==> config.mk <==
export PLATFORM = sky130hd
export DESIGN_NAME = seg7_capture
export DESIGN_NICKNAME = d
export VERILOG_FILES = /design/src/rtl/seg7_pkg.sv /design/src/rtl/seg7_to_hex.sv /design/src/rtl/seg7_capture.sv
export SDC_FILE = /design/constraint.sdc
export NUM_CORES = 1
export LEC_CHECK = 0
export CAP_MARGIN = 10
export CORE_MARGIN = 5
export CORE_UTILIZATION = 45
export DETAILED_ROUTE_END_ITERATION = 12
export SYNTH_ARGS = -nofsm -noshare
export SYNTH_HDL_FRONTEND = slang
export SYNTH_SLANG_ARGS = --single-unit
export TNS_END_PERCENT = 50
==> constraint.sdc <==
create_clock -name CLOCK_50 -period 2.99 [get_ports CLOCK_50]
set_input_delay 0.299 -clock CLOCK_50 [delete_from_list [all_inputs] [get_ports CLOCK_50]]
set_output_delay 0.299 -clock CLOCK_50 [all_outputs]
set_load 0.02 [all_outputs]
==> src/rtl/seg7_pkg.sv <==
// Shared 7-segment definitions: active-low HEX codes, blank pattern, capture FSM states.
// The optional tens counter in seg7_capture is enabled by defining SEG7_CAPTURE_TENS_EN.
package seg7_pkg;

    localparam int CNT_W = 20;

    // Active-low segment codes, bit0 = a ... bit6 = g, same table as the HEX0 encoder.
    localparam logic [6:0] SEG_0 = 7'h40;
    localparam logic [6:0] SEG_1 = 7'h79;
    localparam logic [6:0] SEG_2 = 7'h24;
    localparam logic [6:0] SEG_3 = 7'h30;
    localparam logic [6:0] SEG_4 = 7'h19;
    localparam logic [6:0] SEG_5 = 7'h12;
    localparam logic [6:0] SEG_6 = 7'h02;
    localparam logic [6:0] SEG_7 = 7'h78;
    localparam logic [6:0] SEG_8 = 7'h00;
    localparam logic [6:0] SEG_9 = 7'h10;
    localparam logic [6:0] SEG_A = 7'h08;
    localparam logic [6:0] SEG_B = 7'h03;
    localparam logic [6:0] SEG_C = 7'h46;
    localparam logic [6:0] SEG_D = 7'h21;
    localparam logic [6:0] SEG_E = 7'h06;
    localparam logic [6:0] SEG_F = 7'h0E;

    localparam logic [6:0] SEG_BLANK = 7'h7F;

    typedef enum logic {
        SETTLE = 1'b0,
        LOCKED = 1'b1
    } cap_state_t;

endpackage

==> src/rtl/seg7_to_hex.sv <==
// Combinational inverse of the HEX encoder: segment pattern to 4-bit value,
// with a match flag for legal digits and a blank flag for the all-off pattern.
module seg7_to_hex
    import seg7_pkg::*;
(
    input  logic [6:0] seg,
    output logic [3:0] value,
    output logic       match,
    output logic       blank
);

    always_comb begin
        value = 4'h0;
        match = 1'b1;
        case (seg)
            SEG_0:   value = 4'h0;
            SEG_1:   value = 4'h1;
            SEG_2:   value = 4'h2;
            SEG_3:   value = 4'h3;
            SEG_4:   value = 4'h4;
            SEG_5:   value = 4'h5;
            SEG_6:   value = 4'h6;
            SEG_7:   value = 4'h7;
            SEG_8:   value = 4'h8;
            SEG_9:   value = 4'h9;
            SEG_A:   value = 4'hA;
            SEG_B:   value = 4'hB;
            SEG_C:   value = 4'hC;
            SEG_D:   value = 4'hD;
            SEG_E:   value = 4'hE;
            SEG_F:   value = 4'hF;
            default: match = 1'b0;
        endcase
        blank = (seg == SEG_BLANK);
    end

endmodule

==> src/rtl/seg7_capture.sv <==
// Debounced capture of an asynchronous active-low 7-segment bus into a hex digit.
// Define SEG7_CAPTURE_TENS_EN to add the tens counter and wrap pulse (9 -> 0 carries).
module seg7_capture
    import seg7_pkg::*;
#(
    parameter int STABLE_CYCLES = 1000
) (
    input  logic             CLOCK_50,
    input  logic             RESET_N,
    input  logic [6:0]       seg_in,
    output logic [3:0]       digit,
    output logic             digit_valid,
    output logic             update,
    output logic             illegal,
    output logic [7:0]       illegal_cnt,
`ifdef SEG7_CAPTURE_TENS_EN
    output logic [3:0]       tens,
    output logic             wrap,
`endif
    output cap_state_t       state_dbg
);

    localparam logic [CNT_W-1:0] CNT_LAST = CNT_W'(STABLE_CYCLES - 1);

    logic [6:0]       seg_m;
    logic [6:0]       seg_s;
    logic [6:0]       last;
    logic [CNT_W-1:0] cnt;
    cap_state_t       state;

    logic [3:0]       dec_value;
    logic             dec_match;
    logic             dec_blank;

    // Two-flop synchronizer; seg_in changes freely relative to CLOCK_50.
    always_ff @(posedge CLOCK_50 or negedge RESET_N) begin
        if (!RESET_N) begin
            seg_m <= '0;
            seg_s <= '0;
        end else begin
            seg_m <= seg_in;
            seg_s <= seg_m;
        end
    end

    // Decode the held pattern; at accept time seg_s == last, so both are equivalent.
    seg7_to_hex u_dec (
        .seg   (last),
        .value (dec_value),
        .match (dec_match),
        .blank (dec_blank)
    );

    always_ff @(posedge CLOCK_50 or negedge RESET_N) begin
        if (!RESET_N) begin
            state       <= SETTLE;
            last        <= '0;
            cnt         <= '0;
            digit       <= 4'h0;
            digit_valid <= 1'b0;
            update      <= 1'b0;
            illegal     <= 1'b0;
            illegal_cnt <= 8'h00;
`ifdef SEG7_CAPTURE_TENS_EN
            tens        <= 4'h0;
            wrap        <= 1'b0;
`endif
        end else begin
            update <= 1'b0;
`ifdef SEG7_CAPTURE_TENS_EN
            wrap   <= 1'b0;
`endif
            case (state)
                SETTLE: begin
                    if (seg_s != last) begin
                        cnt  <= '0;
                        last <= seg_s;
                    end else if (cnt == CNT_LAST) begin
                        state <= LOCKED;
                        if (dec_match) begin
                            digit       <= dec_value;
                            digit_valid <= 1'b1;
                            illegal     <= 1'b0;
                            if (!digit_valid || (digit != dec_value)) begin
                                update <= 1'b1;
                            end
`ifdef SEG7_CAPTURE_TENS_EN
                            if ((dec_value == 4'h0) && digit_valid && (digit == 4'h9)) begin
                                tens <= (tens == 4'h9) ? 4'h0 : tens + 4'h1;
                                wrap <= 1'b1;
                            end
`endif
                        end else if (dec_blank) begin
                            digit_valid <= 1'b0;
                            illegal     <= 1'b0;
                        end else begin
                            digit_valid <= 1'b0;
                            illegal     <= 1'b1;
                            if (illegal_cnt != 8'hFF) begin
                                illegal_cnt <= illegal_cnt + 8'h01;
                            end
                        end
                    end else begin
                        cnt <= cnt + CNT_W'(1);
                    end
                end
                LOCKED: begin
                    // Counter holds here so a pattern held forever is accepted once.
                    if (seg_s != last) begin
                        cnt   <= '0;
                        last  <= seg_s;
                        state <= SETTLE;
                    end
                end
                default: state <= SETTLE;
            endcase
        end
    end

    assign state_dbg = state;

endmodule

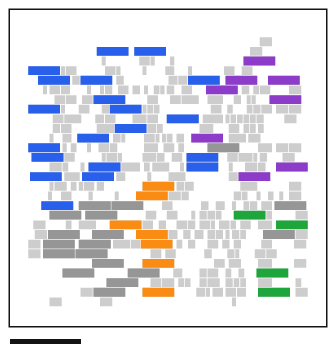
*Where the registers sit, run 1*
Bar = 20 µm. Other sequential cells in the stronger grey, the rest of the logic in the fainter grey.
purple -> illegal_cnt  # flops 8
green -> digit  # flops 4, where south-east
orange -> last  # flops 7
blue -> cnt  # flops 20

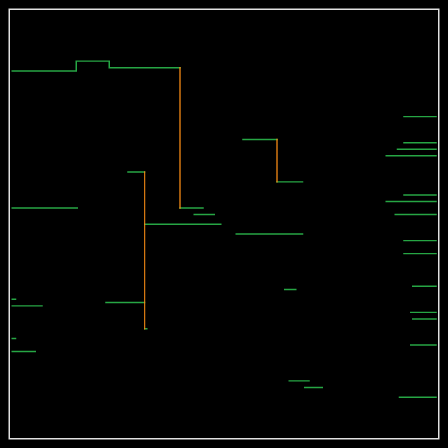
*Wiring by layer, run 1*
Two of the layers only.
green -> metal 3  # wire length 236 µm
orange -> metal 4  # wire length 70.7 µm

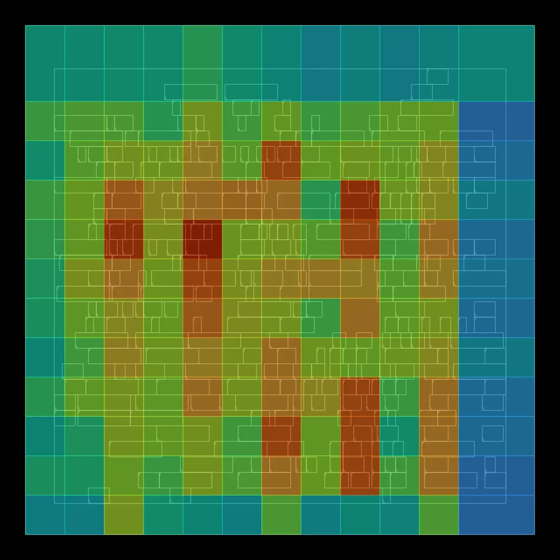
*Routing congestion, run 1*
GRT Total Usage: 0.146
gr busiest metal: met2
Wirelength per Cell: 14.0 µm
GR Layer Usage met1: 0.193

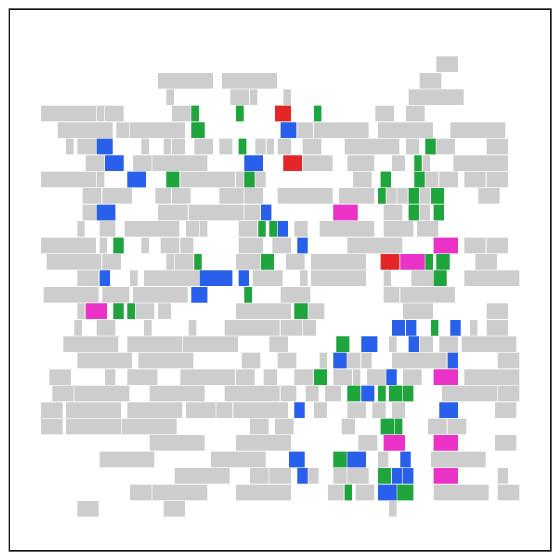
*Logic cells by family, run 1*
red -> non-inverting ao/oa cells  # cells 3
magenta -> mux cells  # cells 8, most used mux2_2
blue -> aoi and oai cells  # cells 31, most used o21ai_0
green -> nand cells  # cells 41, most used nand2_1
commonest non-fill, non-tap cell in the layout: dfrtp_1
fin cells: 372
logic share of the area: 0.392

==> Slide: Implementation Results, run 1 <==
Synthesis and Place & Route Summary

Layout
  • ClkCell Share: 0.0546
  • CLK BUF: 9
  • Logic Gate Count: 191
  • Sequential share of cell area: 0.435
  • Inverters: 3
  • Layout cells sized above 1: 0.118
  • Nets: 303

Global routing
  • GRT met2 Usage: 0.224
  • Global route overflow: 0

CTS
  • Hold Buf Count CTS: 1
  • CTS buffer count: 9
  • Clock slew at reported path FFs: roughly 0.070 ns

Flow run
  • Max-cap violations: 0

Drt
  • DR DRC count: 0
  • Met1 WL: 2.53 mm

Critical path
  • Crit path max-delay family: simple AND/OR/NAND/NOR gates
  • Worst path cell trace: nor4bb_1, o21ai_0, and3_1, nand4_1, nand2_1, mux2_2
  • WP data arrival: about 2.7 ns
  • CP Buf/Inv Count: 0
  • Worst Setup EP: digit[2]$_DFFE_PN0P_

Status
  • Outcome: completed

Final timing
  • Layout Skew: around 0.0056 ns
  • Final worst slack: slightly below 0.5 ns
  • Final max-slew violation count: 0

Power
  • Clock-net power: 0.631 mW
  • Sequential share of power: 0.537
  • P per Cell Area: 459 mW/mm²
  • Top power group: registers

Synthesis
  • Main logic family: simple AND/OR/NAND/NOR gates
  • Number of enable flip-flop cells: 0
  • Async S/R FF share, synth: 1.00
  • Count leader, synth: dfrtp_1
  • Synth cell types: 48
  • Average cell area after synthesis: 10.3 µm²

Die
  • DIE HEIGHT: 89.2 µm
  • Die area: between 0.007 and 0.008 mm²
==> run 2, diff against run 1 <==
PLACE_DENSITY = 0.67   (was not set)
clock period = 2.12 ns   (was 2.99 ns; I/O delays follow)
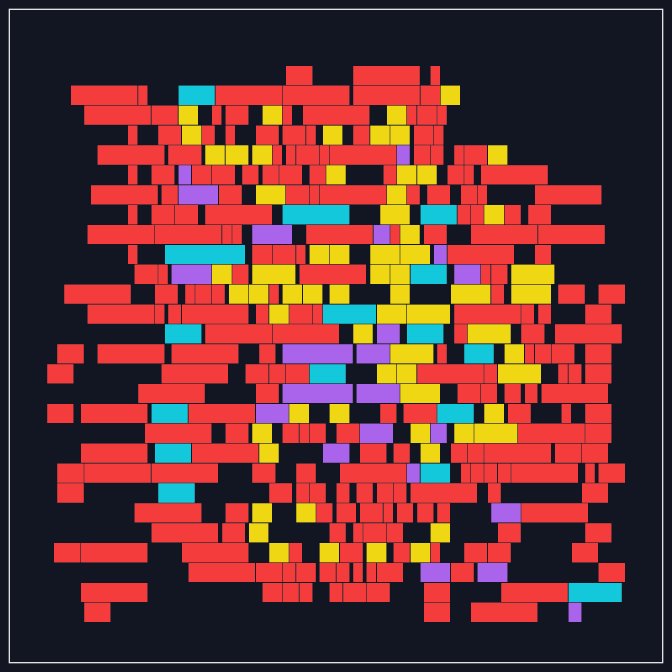
*Cell sizes after repair, run 2*
cyan -> _6 and larger  # cells 16, share 4.6%, most used clkbuf_8
red -> _0 and _1 cells  # cells 242, share 70%, most used dfrtp_1
yellow -> _3 and _4 cells  # cells 65, share 19%, most used buf_4
purple -> _2 cells  # cells 22, share 6.4%, most used clkinv_2

==> run 2 against run 1 <==
  * Wire length rose by 11%
  * Global-route usage rose by 1.7 points
  * Critical path depth did not move
  * Die area did not move
  * Synthesized cell count did not move
  * Via count rose by 11%
  * Clock-buffer cell count rose by 1
  * Sequential power rose by about 40%
  * Final area rose by 17%
  * Sequential cell count did not move
  * Non-clock buffer count rose by 48
==> Slide: Implementation Results, run 2 <==
Synthesis and Place & Route Summary

Final timing
  • Final worst slack: 0.00997 ns (-0.470 ns)
  • RSZ-0062 raised after global routing: true
  • Layout Skew: 0.00567 ns (+0.0000255 ns)
  • Cycle use final: 0.995
  • Final max-slew violation count: 0 (unchanged)

Critical path
  • CP Max Fanout: 7
  • WP data arrival: 2.32 ns (-0.40 ns)
  • Worst Setup EP: illegal_cnt[1]$_DFFE_PN0P_
  • Worst path cell trace: or4_4, nor2_4, nand2_2, or3_4, nor3_4, mux2_4
  • CP Buf/Inv Count: 0 (unchanged)
  • Crit path max-delay family: simple AND/OR/NAND/NOR gates

CTS
  • CTS buffer count: 9 (unchanged)
  • Clock slew at reported path FFs: 0.07 ns (about the same)
  • Clk sink count: 57
  • Hold Buf Count CTS: 1 (unchanged)

Global routing
  • Gr busiest metal: met2
  • GRT Total Usage: 0.163 (+0.0173)
  • GR Layer Usage met1: 0.227 (+0.0338)
  • Global route overflow: 0 (unchanged)

Drt
  • DR DRC count: 0 (unchanged)
  • DR vias: 2239
  • Met1 WL: 2.74 mm (+8.2%)

Power
  • Clock-net power: 0.996 mW (+58%)
  • Sequential share of power: 0.499 (-0.038)
  • Seq pwr: around 1.1 mW
  • Net Sw Frac: 0.230
  • P per Cell Area: 589 mW/mm² (+28%)
  • Comb pwr: 0.134 mW

Layout
  • Layout cells sized above 1: 0.299 (+0.181)
  • ClkCell Share: 0.0509 (-0.00367)
  • Logic Gate Count: 191 (unchanged)
  • Commonest non-fill, non-tap cell in the layout: dfrtp_1
  • Logic share of the area: 0.368 (-0.0238)
  • Fin cells: 420 (+13%)
  • Nets: 351 (+16%)
  • Sequential share of cell area: 0.373 (-0.0625)
  • Inverters: 3 (unchanged)

Synthesis
  • Main logic family: simple AND/OR/NAND/NOR gates
  • Register area share after synthesis: 0.505
  • Count leader, synth: dfrtp_1
  • Async S/R FF share, synth: 1.00 (unchanged)
  • Yosys warns: 0
  • Chip Area, Yosys: about 0.0028 mm²
  • Average cell area after synthesis: 10.3 µm² (unchanged)
  • Number of enable flip-flop cells: 0 (unchanged)
  • Synth cell types: 48 (unchanged)

Die
  • Die area: 0.00796 mm² (unchanged)
  • DIE HEIGHT: 89.2 µm (unchanged)

Status
  • Outcome: completed

Flow run
  • Max-cap violations: 0 (unchanged)
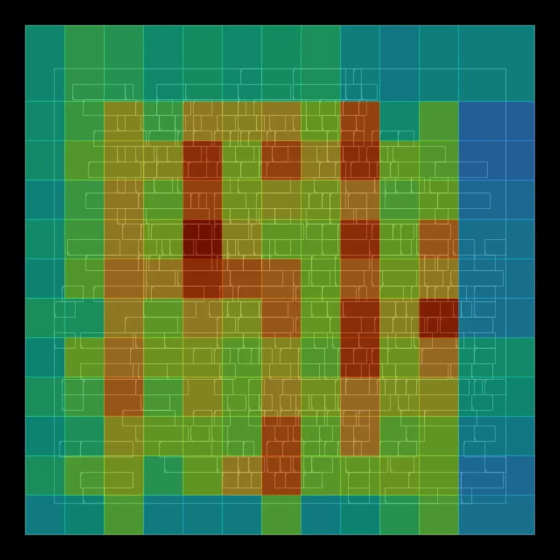
*Routing congestion, run 2*
Wirelength per Cell: 13.8 µm
grt met3 use: 0.0341

No activity file was given, so power comes from the tool's default toggle rates.
